==> run_1/port_nets.png <==
The bar under the picture is 50 um long.
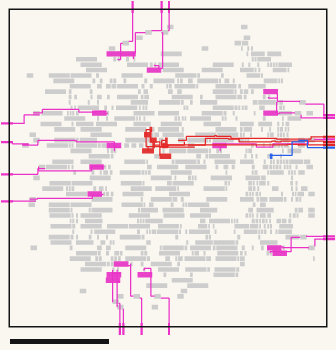
==> run_1/registers.png <==
The bar under the picture is 50 um long. Other sequential cells in the stronger gray, the rest of the logic in the fainter gray.
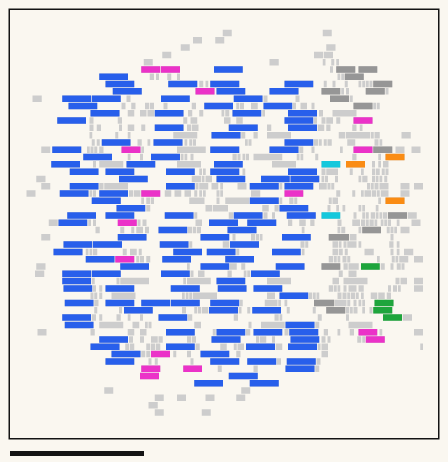
==> run_1/final_placement.png <==
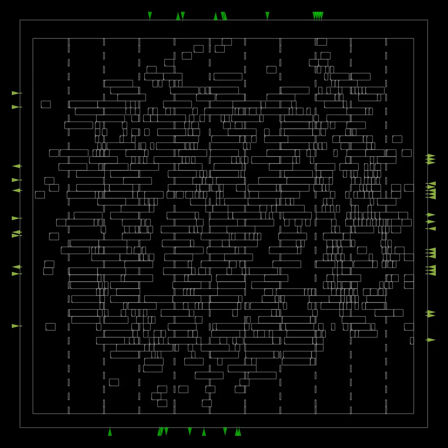
===== src/rtl/adc_spi_sequencer.sv =====
// adc_spi_sequencer: replays a small table of 16-bit ADC config words to an SPI engine.
// Define ADC_SPI_SEQUENCER_WATCHDOG_EN to add the per-handshake watchdog and error flag.
module adc_spi_sequencer #(
  parameter int DEPTH   = 8,
  parameter int GAP     = 4,
  parameter int TIMEOUT = 1023
) (
  input  logic        i_clk,
  input  logic        i_reset,
  input  logic        i_start,
  input  logic [3:0]  i_count,
  input  logic        i_cfg_we,
  input  logic [2:0]  i_cfg_addr,
  input  logic [15:0] i_cfg_data,
  input  logic [3:0]  i_SPIstate,
  output logic        o_SPIsend,
  output logic [15:0] o_SPIsenddata,
  output logic        o_busy,
  output logic        o_done,
  output logic        o_error
);
  localparam int AW = (DEPTH > 1) ? $clog2(DEPTH) : 1;
  localparam int GW = (GAP > 1) ? $clog2(GAP) : 1;

  typedef enum logic [2:0] {
    S_IDLE,
    S_LOAD,
    S_REQ,
    S_WAITIDLE,
    S_GAPWAIT,
    S_FINISH
  } state_t;

  state_t        r_state, w_state_n;
  logic [3:0]    r_sync1, r_sync2;
  logic [3:0]    r_idx, w_idx_n;
  logic [3:0]    r_eff, w_eff_n;
  logic [GW-1:0] r_gap, w_gap_n;
  logic          r_send, w_send_n;
  logic [15:0]   r_data, w_data_n;
  logic          r_busy, w_busy_n;
  logic          r_done, w_done_n;
  logic [15:0]   r_table [DEPTH];
  logic [AW-1:0] w_raddr, w_waddr;
  logic          w_eng_idle;

  assign w_eng_idle = (r_sync2 == 4'd0);
  assign w_raddr    = AW'(r_idx);
  assign w_waddr    = AW'(i_cfg_addr);

  // Table survives reset so a re-run after an abort replays the same words.
  always_ff @(posedge i_clk) begin
    if (!i_reset && r_state == S_IDLE && i_cfg_we
        && int'(i_cfg_addr) < DEPTH)
      r_table[w_waddr] <= i_cfg_data;
  end

`ifdef ADC_SPI_SEQUENCER_WATCHDOG_EN
  localparam int WW = $clog2(TIMEOUT + 2);
  logic [WW-1:0] r_wd;
  logic          r_err, w_err_n;
  logic          w_to;

  assign w_to = (r_wd == WW'(TIMEOUT));

  always_ff @(posedge i_clk) begin
    if (i_reset) begin
      r_wd  <= '0;
      r_err <= 1'b0;
    end else begin
      r_err <= w_err_n;
      if ((r_state == S_REQ || r_state == S_WAITIDLE)
          && w_state_n == r_state)
        r_wd <= r_wd + 1'b1;
      else
        r_wd <= '0;
    end
  end

  assign o_error = r_err;
`else
  assign o_error = 1'b0;
`endif

  always_ff @(posedge i_clk) begin
    if (i_reset) begin
      r_state <= S_IDLE;
      r_sync1 <= '0;
      r_sync2 <= '0;
      r_idx   <= '0;
      r_eff   <= '0;
      r_gap   <= '0;
      r_send  <= 1'b0;
      r_data  <= '0;
      r_busy  <= 1'b0;
      r_done  <= 1'b0;
    end else begin
      r_sync1 <= i_SPIstate;
      r_sync2 <= r_sync1;
      r_state <= w_state_n;
      r_idx   <= w_idx_n;
      r_eff   <= w_eff_n;
      r_gap   <= w_gap_n;
      r_send  <= w_send_n;
      r_data  <= w_data_n;
      r_busy  <= w_busy_n;
      r_done  <= w_done_n;
    end
  end

  always_comb begin
    w_state_n = r_state;
    w_idx_n   = r_idx;
    w_eff_n   = r_eff;
    w_gap_n   = r_gap;
    w_send_n  = r_send;
    w_data_n  = r_data;
    w_busy_n  = r_busy;
    w_done_n  = 1'b0;
`ifdef ADC_SPI_SEQUENCER_WATCHDOG_EN
    w_err_n   = r_err;
`endif
    unique case (r_state)
      S_IDLE: begin
        if (i_start) begin
          w_idx_n = '0;
`ifdef ADC_SPI_SEQUENCER_WATCHDOG_EN
          w_err_n = 1'b0;
`endif
          if (i_count != 4'd0) begin
            w_state_n = S_LOAD;
            w_busy_n  = 1'b1;
            w_eff_n   = (int'(i_count) > DEPTH) ? 4'(DEPTH) : i_count;
          end else begin
            w_state_n = S_FINISH;
            w_done_n  = 1'b1;
          end
        end
      end
      S_LOAD: begin
        w_data_n  = r_table[w_raddr];
        w_send_n  = 1'b1;
        w_state_n = S_REQ;
      end
      S_REQ: begin
        if (!w_eng_idle) begin
          w_send_n  = 1'b0;
          w_state_n = S_WAITIDLE;
        end
`ifdef ADC_SPI_SEQUENCER_WATCHDOG_EN
        else if (w_to) begin
          w_send_n  = 1'b0;
          w_err_n   = 1'b1;
          w_busy_n  = 1'b0;
          w_done_n  = 1'b1;
          w_state_n = S_FINISH;
        end
`endif
      end
      S_WAITIDLE: begin
        if (w_eng_idle) begin
          w_idx_n = r_idx + 4'd1;
          if (r_idx + 4'd1 == r_eff) begin
            w_state_n = S_FINISH;
            w_busy_n  = 1'b0;
            w_done_n  = 1'b1;
          end else if (GAP == 0) begin
            w_state_n = S_LOAD;
          end else begin
            w_gap_n   = '0;
            w_state_n = S_GAPWAIT;
          end
        end
`ifdef ADC_SPI_SEQUENCER_WATCHDOG_EN
        else if (w_to) begin
          w_err_n   = 1'b1;
          w_busy_n  = 1'b0;
          w_done_n  = 1'b1;
          w_state_n = S_FINISH;
        end
`endif
      end
      S_GAPWAIT: begin
        if (int'(r_gap) >= GAP - 1)
          w_state_n = S_LOAD;
        else
          w_gap_n = r_gap + 1'b1;
      end
      S_FINISH: begin
        w_busy_n  = 1'b0;
        w_state_n = S_IDLE;
      end
      default: w_state_n = S_IDLE;
    endcase
  end

  assign o_SPIsend     = r_send;
  assign o_SPIsenddata = r_data;
  assign o_busy        = r_busy;
  assign o_done        = r_done;

endmodule

===== config.mk =====
export PLATFORM = sky130hd
export DESIGN_NAME = adc_spi_sequencer
export DESIGN_NICKNAME = d
export VERILOG_FILES = /design/src/rtl/adc_spi_sequencer.sv
export SDC_FILE = /design/constraint.sdc
export NUM_CORES = 1
export LEC_CHECK = 0
export ABC_AREA = 1
export CAP_MARGIN = 15
export CORE_MARGIN = 5
export CORE_UTILIZATION = 30
export CTS_CLUSTER_DIAMETER = 200
export DETAILED_ROUTE_END_ITERATION = 10
export GPL_ROUTABILITY_DRIVEN = 1
export PLACE_DENSITY_LB_ADDON = 0.2
export SETUP_SLACK_MARGIN = 0.02
export SLEW_MARGIN = 20
export SYNTH_ARGS = -nofsm -noshare
export SYNTH_HDL_FRONTEND = slang
export SYNTH_SLANG_ARGS = --single-unit

===== constraint.sdc =====
create_clock -name i_clk -period 5.8 [get_ports i_clk]
set_input_delay 1.16 -clock i_clk [delete_from_list [all_inputs] [get_ports i_clk]]
set_output_delay 1.16 -clock i_clk [all_outputs]
set_load 0.01 [all_outputs]

==> design notes, run 1 <==
The final worst hold slack was 0.403 ns; the initial antenna violation count was 0. After clock tree synthesis, the clock-pin slew on the worst setup and hold paths is 0.06 ns. Synthesis produced a netlist with a net count of 637.

Counting along the longest clock path gives a buffer depth of 2. The net count of the finished layout is 684. The final critical path takes up 54.1% of the cycle. The critical-path maximum fanout is 37, and the average routed wire per standard cell is 17.0 um. The cell class ranked first by area is registers. The number of clock buffers added by TritonCTS is 17. The run gives 2,172 for the number of fill cells. Among all stages on the critical path, the maximum delay recorded is 0.64 ns. CTS root buffer: clkbuf_16. For the remaining design rule violation count, the log shows 0. Clock skew on the completed layout was measured at 0.00882 ns. Of all the cell area in the finished design, non-clock buffers hold 7.00%. Register with the most flip-flops: r_table. The path class of the tightest hold or removal check is reg2reg. The type of the setup path with the least slack was in2reg.

The number of max-cap violations came out at 0. For the instance tally after logic synthesis, the log shows 604. The worst setup path is launched from a primary input. Critical-path cell with the highest stage delay: nor3_4. For this run, combinational gates with multiple inputs come to 371. The run gives 0 ns as the accumulated negative setup slack. Total global-route track usage over all layers is 12.5%.

Global routing finished with a remaining overflow of 0. The run gives 4,408 for the via count of the first global-routing pass. The run gives 0 as the count of nets left with antenna violations after detail routing. The run gives 4,523 as the routed via count. The detailed router reports a met2 wire length of 7390 um. Per STA, the worst path is made up of clkdlybuf4s50_1 > buf_4 > inv_1 > nand2_1 > nor2_1 > nand2_1 > nor3_4. Headroom to the max-slew limit came out at 31.9%. According to the timing report, the arrival time at the worst endpoint equals 3.18 ns. The highest layer touched by signal routing is met4. The clock buffers instantiated in the layout total 22.

In this run the horizontal extent of the chip is 160 um. After layout, the buffer instance count without clock buffers stands at 59. The number of cells reported by Yosys stat comes to 604.

Number of distinct standard cells referenced by the synthesized netlist: 28. For reference, the final report shows the max-slew violation count at 0. For the number of placed I/O pins, the log shows 51. The run finished with clean final reports. According to the report, the first pass of detailed routing completed in 4 iterations. After synthesis, the chip area reported by Yosys is 0.00671 sq mm. With the number of diodes added for antenna fixing at 0, the peak supply drop is 0.142 mV. Dividing the detail-routed via count by the number of cells gives 4.79.
-- port_nets.png (at the start) --
legend:
  i_cfg_we:
    color: blue
    direction: input
    edge: right
    end_cells: 1
    wire: 41.7 um
  o_SPIsenddata:
    color: magenta
    direction: output
    edge: 5 right, 4 left, 4 bottom, 3 top
    end_cells: 16
    wire: 648 um
  i_cfg_addr:
    color: red
    direction: input
    edge: right
    end_cells: 9
    wire: 322 um

-- registers.png (at the start) --
legend:
  o_SPIsenddata:
    color: magenta
    flops: 16
  r_table:
    color: blue
    flops: 128
  r_gap:
    color: cyan
    flops: 2
  r_state:
    color: orange
    flops: 3
  r_eff:
    color: green
    flops: 4
not colored: 15

-- final_placement.png (at the start) --
Taps Inserted: 280
final design utilization: 36.9%
floorplan core area: 0.0219 sq mm

==> run 1: synth_stat cells <==
master / n / area share (%)
nor2_1: 130 / 7.3
edfxtp_1: 128 / 57
o21ai_0: 66 / 4.9
nand2_1: 62 / 3.5
dfxtp_1: 40 / 12
o211ai_1: 32 / 3.6
nand3_1: 29 / 2.2
a21oi_1: 27 / 2.0
inv_1: 27 / 1.5
clkbuf_1: 12 / 0.67
buf_2: 9 / 0.67
inv_2: 7 / 0.39
buf_4: 5 / 0.56
buf_6: 5 / 0.84
nor3_1: 5 / 0.37
nand4_1: 3 / 0.28
a211oi_1: 2 / 0.22
a21oi_2: 2 / 0.26
ha_1: 2 / 0.37
nand3_2: 2 / 0.30
nor2_2: 2 / 0.19
a31oi_1: 1 / 0.093
conb_1: 1 / 0.056
o21a_1: 1 / 0.11
o21ai_1: 1 / 0.075
o21ai_2: 1 / 0.13
or2_2: 1 / 0.093
xnor2_1: 1 / 0.13
==> run 1: path summary, 6_finish.rpt <==
| path | slack (ns) | cells past startpoint | start | end |
|---|---|---|---|---|
| worst max-delay path | 2.66 | 7 | i_reset | r_table[3][15]$_DFFE_PP_ |
| worst min-delay path | 0.40 | 2 | r_sync1[3]$_SDFF_PP0_ | r_sync2[3]$_SDFF_PP0_ |
| worst max register to register | 2.96 | 11 | r_idx[0]$_SDFFE_PP0P_ | r_state[0]$_SDFFE_PP0P_ |
| worst min register to register | 0.40 | 2 | r_sync1[3]$_SDFF_PP0_ | r_sync2[3]$_SDFF_PP0_ |
==> run 1: power by group <==
group	internal, W	switching [W]	total, W
logic	0.000134	0.000229	0.000363
registers	0.00135	0.0000318	0.00138
clock network	0.000694	0.000454	0.00115
==> run 1: through the flow <==
| step | cell area, sq um | total power, W | cells | setup slack, ns | utilization [%] |
|---|---|---|---|---|---|
| 2_1_floorplan | 6710 | 0.00162 | 604 | 2.51 | - |
| 3_3_place_gp | 7460 | 0.00177 | 912 | 1.92 | 34.1 |
| 3_5_place_dp | 7470 | 0.00177 | 912 | 2.18 | 34.1 |
| 4_1_cts | 8070 | 0.00292 | 944 | 2.62 | 36.9 |
| 5_1_grt | 8070 | 0.00303 | 944 | 2.46 | 36.9 |
| 6_report | 8070 | 0.00289 | 944 | 2.66 | 36.9 |
==> run 1: cells by family (layout without fill, tap and decap cells) <==
group,count (synthesis),after routing,share of synthesized area (%)
simple gates,234,234,14.1
flops,168,168,69.2
compound gates,133,133,11.4
buf+inv,65,125,4.64
fa+ha+maj,2,2,0.373
other cells,1,1,0.0559
xor+xnor,1,1,0.131
==> run 1: cells in the final DEF, fill, tap and decap left out, types with 2 or more instances in the layout <==
master / count
a211oi_1: 2
a21oi_1: 27
a21oi_2: 2
buf_4: 10
bufinv_16: 3
clkbuf_1: 4
clkbuf_16: 17
clkdlybuf4s50_1: 49
clkinv_2: 2
dfxtp_1: 38
dfxtp_2: 2
edfxtp_1: 128
ha_1: 2
inv_1: 27
inv_2: 7
inv_6: 2
nand2_1: 62
nand3_1: 29
nand3_2: 2
nand4_1: 3
nor2_1: 130
nor2_2: 2
nor3_2: 2
nor3_4: 2
o211ai_1: 32
o21ai_0: 66
==> run_1/density.png <==
The bar under the picture is 50 um long. 16 x 16 tiles, from white (low) to dark blue (high), 0 to 100% covered.
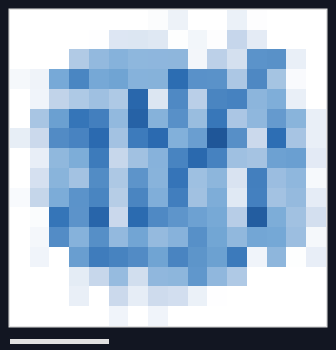

==> run 2, diff against run 1 <==
clock period = 2.6 ns   (was 5.8 ns; I/O delays follow)
==> run_2/density.png <==
The bar under the picture is 50 um long. 16 x 16 tiles, from white (low) to dark blue (high), 0 to 100% covered.
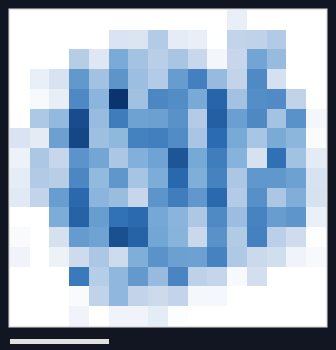
fullest tile: 99%
densest ninth of the die: center
mean over tiles: 31%
nearly empty tiles: 25%
tiles over 75% full: 5.5%

==> run_2/pdn.png <==
The bar under the picture is 50 um long. Pins as bars on the die edge. Tap cells in gray.
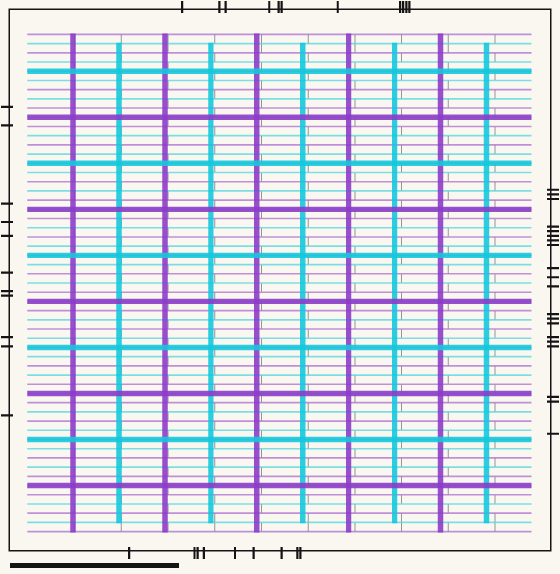
legend:
  VDD:
    color: cyan
  VSS:
    color: purple
signal pins: 51
met4 straps: 10

==> run_2/port_nets.png <==
The bar under the picture is 50 um long.
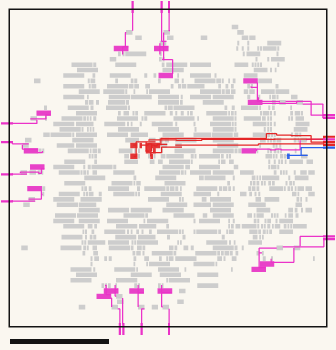
legend:
  i_cfg_addr:
    color: red
    direction: input
    edge: right
    end_cells: 9
    wire: 328 um
  i_cfg_we:
    color: blue
    direction: input
    edge: right
    end_cells: 1
    wire: 26.9 um
  o_SPIsenddata:
    color: magenta
    direction: output
    edge: 5 right, 4 left, 4 bottom, 3 top
    end_cells: 16
    wire: 493 um

==> run 2 against run 1 <==
Count of clock-buffer cells in the layout fell by 4. Synthesized cell count did not move. Register-to-register slack got worse by 2.3 ns. Area after synthesis did not move. Clock power rose by 120%. Combinational power rose by 130%. Sequential cell count did not move. Design area rose by 1.3%. Global-route usage barely moved. Cell count rose by 0.95%. Critical endpoint is now o_SPIsenddata[2]$_SDFFE_PP0P_. Die area did not move.
==> design notes, run 2 <==
The flow ran to the end, and the final reports show no timing, DRC or antenna violations. The terminating pin of the worst hold path was r_sync2[2]$_SDFF_PP0_ (was r_sync2[3]$_SDFF_PP0_). The fraction of registers with async set or reset after synthesis came out at 0% (unchanged).

Leading cell type by number of instances after synthesis: nor2_1 (unchanged). The type of the setup path with the least slack was reg2reg (was in2reg). The final instance area came out at 0.00818 sq mm (was 0.00807 sq mm). Placeable core area: 0.0219 sq mm (unchanged). The peak supply drop is 0.348 mV (was 0.142 mV). The most frequent logic cell in the layout is nor2_1 (unchanged). The critical-path cell with the highest stage delay was dfxtp_2 (was nor3_4).

The final max-slew violation count came out at 0 (unchanged). The tools report the number of distinct standard cells referenced by the synthesized netlist as 28 (unchanged). The startpoint of the worst-slack reg-to-reg timing path was r_idx[0]$_SDFFE_PP0P_ (unchanged). Sequence of cells on the critical path: inv_1 > buf_4 > o21ai_0 > o211ai_1 > nand3_1 > a21oi_1 (was clkdlybuf4s50_1 > buf_4 > inv_1 > nand2_1 > nor2_1 > nand2_1 > nor3_4). The clock-pin slew on the worst setup and hold paths works out to 0.06 ns (about the same). The library cell with the largest summed area after synthesis was edfxtp_1 (unchanged). The top cell type's share of synthesized area came out at 57.3% (unchanged).

Commonest cells in the netlist: nor2_1 (130), edfxtp_1 (128), o21ai_0 (66) (unchanged). With the residual overflow from global routing at 0 (unchanged), the worst-case reg-to-reg path depth is 6 (was 11). The run gives 51 (unchanged) as the number of placed I/O pins. The cell depth of the worst hold path was 2 (unchanged); the total placed cells including tap cells was 921 (was 912). The number of buffers on the longest clock path is 2 (unchanged). The tools report the type of element launching the critical path as a flop (was a primary input). Worst hold path startpoint: r_sync1[2]$_SDFF_PP0_ (was r_sync1[3]$_SDFF_PP0_).

Worst reg2reg path endpoint: o_SPIsenddata[2]$_SDFFE_PP0P_ (was r_state[0]$_SDFFE_PP0P_). The tools report the final worst clock skew as 0.00620 ns (was 0.00882 ns). The run gives 12.5% (about the same) as the aggregate global-route resource usage.

The top flip-flop cell by instance count after synthesis was edfxtp_1 (unchanged). The tools report the routed via count as 4,550 (was 4,523). Most instantiated logic cells after routing: nor2_1 (130), edfxtp_1 (128), o21ai_0 (66) (unchanged). The run gives 604 (unchanged) for the instance tally after logic synthesis.

The number of enable-type register cells in the synthesized netlist is 128 (unchanged). The run gives 2,140 (was 2,172) for the number of fill cells. The tools report the number of buffers inserted during clock tree synthesis as 17 (unchanged).

The placed instance area was 0.00758 sq mm (was 0.00747 sq mm); the number of diodes added for antenna fixing was 0 (unchanged). Remaining design rule violation count: 0 (unchanged).
[run 2: cell types whose count changed in the layout (fill, tap and decap cells not counted), sizes merged]
| cell | before | now |
|---|---|---|
| buf | 10 | 19 |
| clkinvlp | 1 | 4 |
| inv | 37 | 38 |
| clkbuf | 22 | 18 |
[run 2: per-layer routing]
| metal | track usage (%) | up-vias | part of all wire, % | wire (um) |
|---|---|---|---|---|
| li1 | - | 2230 | - | - |
| met1 | 17.9 | 2196 | 47 | 7440 |
| met2 | 19.0 | 112 | 46 | 7210 |
| met3 | 3.42 | 12 | 5.6 | 886 |
| met4 | 3.18 | 0 | 1.1 | 175 |
| met5 | 0 | - | 0 | 0 |
[run 2: cells by family (layout without fill, tap and decap cells)]
group | Yosys count | after routing | synth area share, %
flip-flops | 168 | 168 | 69.2
other | 1 | 1 | 0.0559
AND/OR/NAND/NOR | 234 | 234 | 14.1
XOR/XNOR | 1 | 1 | 0.131
buffers and inverters | 65 | 134 | 4.64
adder cells (fa/ha/maj) | 2 | 2 | 0.373
AND-OR/OR-AND | 133 | 133 | 11.4
[run 2: worst register-to-register path, stage by stage, from the launching register on]
cell	delay, ns
dfxtp_2	0.62
inv_1	0.29
buf_4	0.29
o21ai_0	0.18
o211ai_1	0.19
nand3_1	0.16
a21oi_1	0.07
[run 2: report_power, final]
part | leakage (nW) | total [W] | switching [W] | internal [W]
Combinational | 1.01 | 0.000829 | 0.000506 | 0.000323
Clock | 0.283 | 0.00255 | 0.00103 | 0.00152
Sequential | 1.48 | 0.00308 | 0.0000715 | 0.00301
Total | 2.77 | 0.00647 | 0.00161 | 0.00485
[run 2: worst max-delay path by stage]
stage | from | to | slack (ns) | cells past startpoint
after global placement | i_reset | r_table[5][10]$_DFFE_PP_ | 0.27 | 7
after global routing | r_idx[0]$_SDFFE_PP0P_ | o_SPIsenddata[5]$_SDFFE_PP0P_ | 0.46 | 6
final | r_idx[0]$_SDFFE_PP0P_ | o_SPIsenddata[2]$_SDFFE_PP0P_ | 0.67 | 6
after detailed placement | i_reset | r_table[5][11]$_DFFE_PP_ | 0.22 | 7
after floorplan | i_reset | r_table[4][0]$_DFFE_PP_ | -0.05 | 6
after CTS | r_idx[0]$_SDFFE_PP0P_ | o_SPIsenddata[5]$_SDFFE_PP0P_ | 0.65 | 6
[run 2: cell type report]
| type | instances | area [sq um] | area share, % |
|---|---|---|---|
| tap | 280 | 350 | 4.28 |
| sequential | 168 | 4650 | 56.8 |
| timing repair buffer | 68 | 683 | 8.35 |
| clock buffer | 18 | 429 | 5.25 |
| clock inverter | 14 | 171 | 2.10 |
| inverter | 34 | 128 | 1.56 |
| multi-input combinational | 371 | 1770 | 21.7 |
[run 2: through the flow]
stage / hold slack (ns) / total power (W) / TNS, ns / utilization, %
global placement: 0.395 / 0.00397 / 0 / 34.6
detailed placement: 0.394 / 0.00398 / 0 / 34.6
global route: 0.431 / 0.00679 / 0 / 37.4
finish: 0.403 / 0.00647 / 0 / 37.4
CTS: 0.403 / 0.00657 / 0 / 37.4
floorplan: 0.388 / 0.00361 / -3.38 / -
Power is estimated from default activity; no workload was simulated.
